[config.mk]
export PLATFORM = sky130hd
export DESIGN_NAME = input_port_ctrl
export DESIGN_NICKNAME = d
export VERILOG_FILES = /design/src/rtl/noc_pkg.sv /design/src/rtl/xy_route_compute.sv /design/src/rtl/input_port_ctrl.sv
export SDC_FILE = /design/constraint.sdc
export NUM_CORES = 1
export LEC_CHECK = 0
export ABC_AREA = 1
export CORE_MARGIN = 2
export CORE_UTILIZATION = 45
export CTS_BUF_LIST = sky130_fd_sc_hd__clkbuf_2
export DETAILED_ROUTE_END_ITERATION = 7
export GPL_ROUTABILITY_DRIVEN = 0
export PLACE_DENSITY_LB_ADDON = 0.15
export SYNTH_ARGS = -nofsm -noshare
export SYNTH_HDL_FRONTEND = slang
export SYNTH_SLANG_ARGS = --single-unit
[constraint.sdc]
create_clock -name clk -period 2.1 [get_ports clk]
set_input_delay 0.315 -clock clk [delete_from_list [all_inputs] [get_ports clk]]
set_output_delay 0.315 -clock clk [all_outputs]
set_load 0.05 [all_outputs]
[src/rtl/noc_pkg.sv]
// rtl/noc_pkg.sv - flit type codes, output port indices and input-port controller states
package noc_pkg;

  localparam logic [1:0] FLIT_BODY   = 2'b00;
  localparam logic [1:0] FLIT_HEAD   = 2'b01;
  localparam logic [1:0] FLIT_TAIL   = 2'b10;
  localparam logic [1:0] FLIT_SINGLE = 2'b11;

  localparam int NUM_PORTS  = 5;
  localparam int PORT_LOCAL = 0;
  localparam int PORT_NORTH = 1;
  localparam int PORT_EAST  = 2;
  localparam int PORT_SOUTH = 3;
  localparam int PORT_WEST  = 4;

  typedef enum logic [2:0] {
    ST_IDLE = 3'd0,
    ST_LOAD = 3'd1,
    ST_ARB  = 3'd2,
    ST_SEND = 3'd3,
    ST_WAIT = 3'd4
  } ipc_state_t;

  function automatic logic is_head(input logic [1:0] ftype);
    return (ftype == FLIT_HEAD) || (ftype == FLIT_SINGLE);
  endfunction

  function automatic logic is_tail(input logic [1:0] ftype);
    return (ftype == FLIT_TAIL) || (ftype == FLIT_SINGLE);
  endfunction

endpackage

[src/rtl/xy_route_compute.sv]
// rtl/xy_route_compute.sv - dimension-ordered (X then Y) route to a one-hot output port request
module xy_route_compute
  import noc_pkg::*;
#(
  parameter int COORD_WIDTH = 2,
  parameter int LOCAL_X     = 0,
  parameter int LOCAL_Y     = 0
) (
  input  logic [COORD_WIDTH-1:0] dest_x,
  input  logic [COORD_WIDTH-1:0] dest_y,
  output logic [NUM_PORTS-1:0]   req
);

  localparam logic [COORD_WIDTH-1:0] LX = COORD_WIDTH'(LOCAL_X);
  localparam logic [COORD_WIDTH-1:0] LY = COORD_WIDTH'(LOCAL_Y);

  always_comb begin
    req = '0;
    if (dest_x > LX)      req[PORT_EAST]  = 1'b1;
    else if (dest_x < LX) req[PORT_WEST]  = 1'b1;
    else if (dest_y > LY) req[PORT_NORTH] = 1'b1;
    else if (dest_y < LY) req[PORT_SOUTH] = 1'b1;
    else                  req[PORT_LOCAL] = 1'b1;
  end

endmodule

[src/rtl/input_port_ctrl.sv]
// rtl/input_port_ctrl.sv - router input port: buffer pop, XY route, allocation request, flit send
// INPUT_PORT_CHECK_EN adds an err output and drops flits whose type breaks packet framing.
module input_port_ctrl
  import noc_pkg::*;
#(
  parameter int DATA_WIDTH  = 32,
  parameter int COORD_WIDTH = 2,
  parameter int LOCAL_X     = 0,
  parameter int LOCAL_Y     = 0
) (
  input  logic                  clk,
  input  logic                  rst,
  input  logic                  fifo_empty,
  output logic                  fifo_rd_en,
  input  logic [DATA_WIDTH-1:0] fifo_dout,
  output logic [NUM_PORTS-1:0]  req,
  input  logic                  grant,
  output logic                  out_valid,
  input  logic                  out_ready,
  output logic [DATA_WIDTH-1:0] out_data
`ifdef INPUT_PORT_CHECK_EN
  ,
  output logic                  err
`endif
);

  ipc_state_t state_q, state_d;
  logic [DATA_WIDTH-1:0] flit_q, flit_d;
  logic [NUM_PORTS-1:0]  req_q, req_d, route_req;
  logic                  from_idle_q, from_idle_d;
  logic [1:0]            in_type;

  assign in_type = fifo_dout[DATA_WIDTH-1 -: 2];

  xy_route_compute #(
    .COORD_WIDTH(COORD_WIDTH),
    .LOCAL_X    (LOCAL_X),
    .LOCAL_Y    (LOCAL_Y)
  ) u_route (
    .dest_x(fifo_dout[DATA_WIDTH-3 -: COORD_WIDTH]),
    .dest_y(fifo_dout[DATA_WIDTH-3-COORD_WIDTH -: COORD_WIDTH]),
    .req   (route_req)
  );

  assign req      = req_q;
  assign out_data = flit_q;

  always_ff @(posedge clk) begin
    if (rst) begin
      state_q     <= ST_IDLE;
      flit_q      <= '0;
      req_q       <= '0;
      from_idle_q <= 1'b0;
    end else begin
      state_q     <= state_d;
      flit_q      <= flit_d;
      req_q       <= req_d;
      from_idle_q <= from_idle_d;
    end
  end

  // from_idle marks that the flit being loaded opens a packet and must be routed.
  always_comb begin
    state_d     = state_q;
    flit_d      = flit_q;
    req_d       = req_q;
    from_idle_d = from_idle_q;
    fifo_rd_en  = 1'b0;
    out_valid   = 1'b0;
`ifdef INPUT_PORT_CHECK_EN
    err         = 1'b0;
`endif
    case (state_q)
      ST_IDLE: begin
        fifo_rd_en = ~fifo_empty;
        if (!fifo_empty) begin
          state_d     = ST_LOAD;
          from_idle_d = 1'b1;
        end
      end
      ST_LOAD: begin
        flit_d = fifo_dout;
`ifdef INPUT_PORT_CHECK_EN
        if (from_idle_q != is_head(in_type)) begin
          err     = 1'b1;
          req_d   = '0;
          state_d = ST_IDLE;
        end else
`endif
        if (from_idle_q) begin
          req_d   = route_req;
          state_d = ST_ARB;
        end else begin
          state_d = ST_SEND;
        end
      end
      ST_ARB: begin
        if (grant) state_d = ST_SEND;
      end
      ST_SEND: begin
        out_valid = 1'b1;
        if (out_ready) begin
          if (is_tail(flit_q[DATA_WIDTH-1 -: 2])) begin
            req_d   = '0;
            state_d = ST_IDLE;
          end else begin
            from_idle_d = 1'b0;
            if (!fifo_empty) begin
              fifo_rd_en = 1'b1;
              state_d    = ST_LOAD;
            end else begin
              state_d = ST_WAIT;
            end
          end
        end
      end
      ST_WAIT: begin
        fifo_rd_en = ~fifo_empty;
        if (!fifo_empty) state_d = ST_LOAD;
      end
      default: state_d = ST_IDLE;
    endcase
  end

endmodule

Run 1, register map, names as in the netlist:
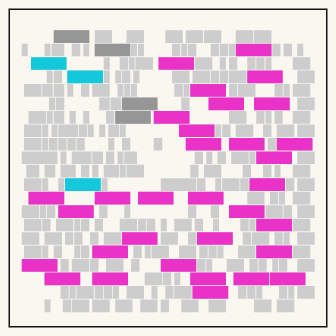
- cyan: state_q (flops 3)
- magenta: out_data (flops 32)
Sequential Area: 781 sq um
Sequential Power: 0.00104 W
fin util: 70.8%
flop share of the area: 32.6%

Run 1, M1 wires:
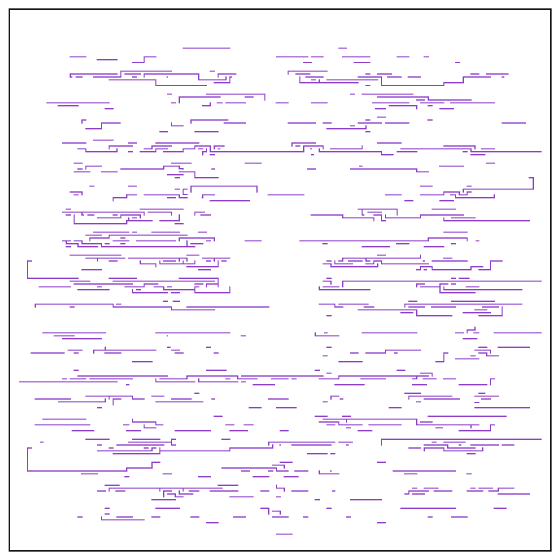
- share of all routed wire: 44%
- main direction: horizontal
routed vias: 1536
WL final: 3490 um
M1 GR Usage: 21.3%

Run 1, M2 wires:
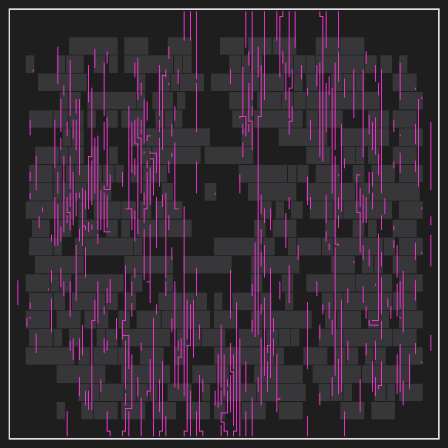
- share of all routed wire: 47%
- wire length on this layer: 1650 um
met2 usage: 32.8%

==> results_dict.tcl, run 1 <==
# place-and-route summary
set metrics [dict create \
    cts_sinks 39 \
    setup_viol 0 \
    yosys.cell_types.count 25 \
    post_synth_and_or_nand_nor_area_fraction_pct 13.4 \
    yosys_warnings 0 \
    edf_count 0 \
    drive_gt1_share_pct 8.19 \
    p_leak_nw 0.933 \
    wl_per_cell_um 10.7 \
    power_density_nw_per_um2 1220 \
    core.rowCount 21 \
    fp-utilization_pct 47.5 \
    slowest_delay_ns 0.83 \
    irDropWorstVdd_mv 0.619 \
    topCellsByArea "dfxtp_1, a21oi_1, inv_1" \
    async_flop_share_pct 0 \
    core_area_sq_um 3390 \
    die_x_um 63.8 \
    rsz0062_at_grt "no" \
    layout.nets 317 \
    grt_overflow_total 0 \
    ys_seq_share_pct 48.4 \
    yosysChipArea_sq_um 1610 \
    grt_pass1_wl_um 6130 \
    io_buffers 73 \
    fin_crit_sh_pct 92.8 \
    rr_worst_depth 5 \
    status "finished clean" \
    areaGrowthSynthToFinish_pct 48.8 \
    grt_max_degree 44 \
    synth.area.mux_share_pct 0 \
    grt_pass1_vias 1429 \
    cts_max_path_buffers 2 \
    ys_cells 209 \
    netlist.top_cell.by_area "dfxtp_1" \
    synth-main-ff-cell "dfxtp_1" \
    cp.required_ns 1.78 \
    hp-class "register to register" \
    synth-compound-area-share_pct 23.2 \
    cp_num_cells 1 \
    cts_buffers 5 \
    warnings 26 \
    dp_hpwl_um 2530 \
    finalClockSkew_ns 0.00534 \
    hold_buffers 0 \
]
[run 1: layout make-up]
type / count / area share [%]
inverters: 42 / 6.57
clock buffers: 7 / 1.46
multi-input cells: 117 / 24.9
flip-flops and latches: 39 / 32.6
well taps: 46 / 2.40
repair buffers: 75 / 31.9
clock inverters: 1 / 0.209
[run 1: cells by family after synthesis]
logic type,count (synthesis)
AND/OR/NAND/NOR,42
buffers and inverters,54
other,1
flip-flops,39
AND-OR/OR-AND,73
[run 1: layer usage]
metal / vias to the layer above / share of wire, % / global-route usage, %
li1: 812 / - / -
met1: 668 / 44 / 21.3
met2: 50 / 47 / 32.8
met3: 6 / 7.6 / 6.34
met4: 0 / 1.3 / 6.25
met5: - / 0 / 0
[run 1: cells in the final DEF, fill, tap and decap left out, types with 3 or more instances in the layout]
cell	instances
nand3_1	6
o21ai_0	30
nand4_1	3
clkbuf_2	7
nand2_2	3
nand2_1	14
nor2_1	9
inv_1	40
clkdlybuf4s50_1	71
a21oi_1	35
dfxtp_1	39
o21ai_1	5
[run 1: worst reg2reg max path, delay by kind of cell (launching register included)]
kind	cells	cell delay, ns
AND/OR/NAND/NOR	1	0.37
AND-OR/OR-AND	2	0.24
buffers and inverters	2	0.46
flip-flops	1	0.39
[run 1: path summary, 6_finish.rpt]
path | to | start
max | out_data[31] | out_data[31]
min | out_data[26] | out_data[26]
max reg2reg | out_data[0] | state_q[2]
min reg2reg | out_data[26] | out_data[26]
[run 1: per-stage QoR]
step	worst slack [ns]	hold slack [ns]	cell area (sq um)	cells	total power [W]
after floorplan	0.0651	0.384	1620	210	0.00214
after global placement	0.431	0.430	2360	319	0.00261
after detailed placement	0.396	0.434	2360	319	0.00263
after CTS	0.105	0.457	2400	327	0.00295
after global routing	0.0416	0.474	2400	327	0.00311
final	0.150	0.455	2400	327	0.00292
[run 1: state kept, by name (all words and copies together), names as in the netlist]
name / count
req: 3
from_idle_q: 1
out_data: 32
state_q: 3
[run 1: power by group]
part,internal [W],switching (W)
Combinational,0.000534,0.00103
Sequential,0.000933,0.000110
Clock,0.0000910,0.000224
## Run 2: what changed since run 1
TNS_END_PERCENT = 10   (was default)
Run 2, cell area per tile:
6 x 6 tiles, from white (low) to dark blue (high), 0 to 100% covered.
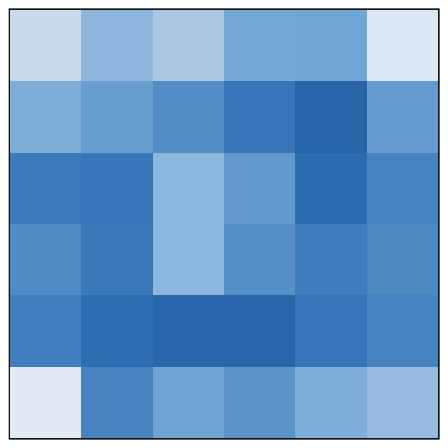
- mean over tiles: 57%
- emptiest ninth of the die: north-west
- fullest tile: 79%
core area: 3390 sq um
fp util: 47.5%

Run 2, register map, names as in the netlist:
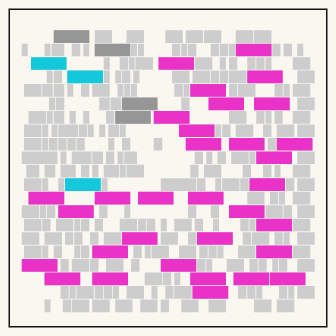

==> run 2 against run 1 <==
  * Die size stayed put
  * First-iteration DRC count stayed put
  * Power stayed put
  * Flip-flop count stayed put
  * Setup slack stayed put
  * Non-clock buffer count stayed put
  * Area after synthesis stayed put
  * Critical endpoint unchanged
  * Largest cell class unchanged
==> results_dict.tcl, run 2 <==
# place-and-route summary
set metrics [dict create \
    drive_gt1_share_pct 8.19 \
    largest_reg_flops 32 \
    edf_count 0 \
    yosys_warnings 0 \
    warnings 26 \
    cp.required_ns 1.78 \
    grt_max_degree 44 \
    ys_seq_share_pct 48.4 \
    dp_hpwl_um 2530 \
    yosys.cell_types.count 25 \
    power_density_nw_per_um2 1220 \
    cts_buffers 5 \
    use_met1_pct 21.3 \
    grt.busiest_layer "met2" \
    core.rowCount 21 \
    layout.nets 317 \
    postRouteWirelength_um 3490 \
    worstSkewPairLatency_ns 0.38 \
    grt_overflow_total 0 \
    wl_per_cell_um 10.7 \
    io_buffers 73 \
    cts_sinks 39 \
    met2_usage_pct 32.8 \
    grt_pass1_vias 1429 \
    fin_ws_ns 0.150 \
    p_leak_nw 0.933 \
    status "finished clean" \
    synth-main-ff-cell "dfxtp_1" \
    use_met3_pct 6.34 \
    post_cts_buffers 0 \
    hold_buffers 0 \
    setup_viol 0 \
    finalClockSkew_ns 0.00534 \
    irDropWorstVdd_mv 0.619 \
    via_count 1536 \
    lay_top_count "clkdlybuf4s50_1" \
    place_ws_ns 0.396 \
    topCellsByArea "dfxtp_1, a21oi_1, inv_1" \
    rsz0062_at_grt "no" \
    hp-class "register to register" \
]
Run 2, M2 wires:
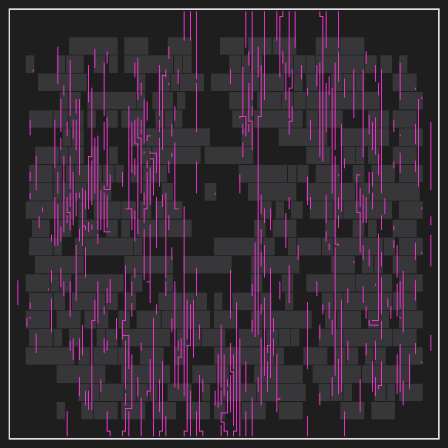
- nets with wire on the layer: 249
- longest straight run: 32.5 um
- main direction: vertical
- share of all routed wire: 47%
- wire length on this layer: 1650 um

run 2: cell counts in the layout (fill, tap and decap cells not counted):
Identical to the previous run, type by type.
run 2: per-layer routing:
metal,vias to the layer above,wire (um)
met1,668,1530
met4,0,44
met3,6,267
met5,-,0
li1,812,-
met2,50,1650
run 2: kinds of logic after synthesis:
kind of cell / synth area share [%]
AOI/OAI and AO/OA: 23.2
buffers and inverters: 14.8
and+or+nand+nor: 13.4
DFF: 48.4
other: 0.233
run 2: layout make-up:
cell class | count | area share [%]
clock buffers | 7 | 1.46
clock inverters | 1 | 0.209
inverters | 42 | 6.57
multi-input cells | 117 | 24.9
flip-flops and latches | 39 | 32.6
well taps | 46 | 2.40
repair buffers | 75 | 31.9
run 2: worst min-delay path, delay by kind of cell, from the launching register on:
kind	cells	cell delay (ns)
flops	1	0.34
compound gates	1	0.05
buf+inv	1	0.04
run 2: power breakdown:
part | internal (W) | switching (W)
Sequential | 0.000933 | 0.000110
Combinational | 0.000534 | 0.00103
Clock | 0.0000910 | 0.000224
run 2: final timing paths:
check,from,end,slack [ns],cells after the start
min,out_data[26],out_data[26],0.45,2
max,out_data[31],out_data[31],0.15,1
max reg2reg,state_q[2],out_data[0],0.56,5
min reg2reg,out_data[26],out_data[26],0.45,2
run 2: through the flow:
stage | total power, W | std cells | area [sq um] | utilization, % | hold WS, ns
6_report | 0.00292 | 327 | 2400 | 70.8 | 0.455
4_1_cts | 0.00295 | 327 | 2400 | 70.8 | 0.457
5_1_grt | 0.00311 | 327 | 2400 | 70.8 | 0.474
3_3_place_gp | 0.00261 | 319 | 2360 | 69.6 | 0.430
2_1_floorplan | 0.00214 | 210 | 1620 | - | 0.384
3_5_place_dp | 0.00263 | 319 | 2360 | 69.6 | 0.434
Power and IR drop assume default switching activity.
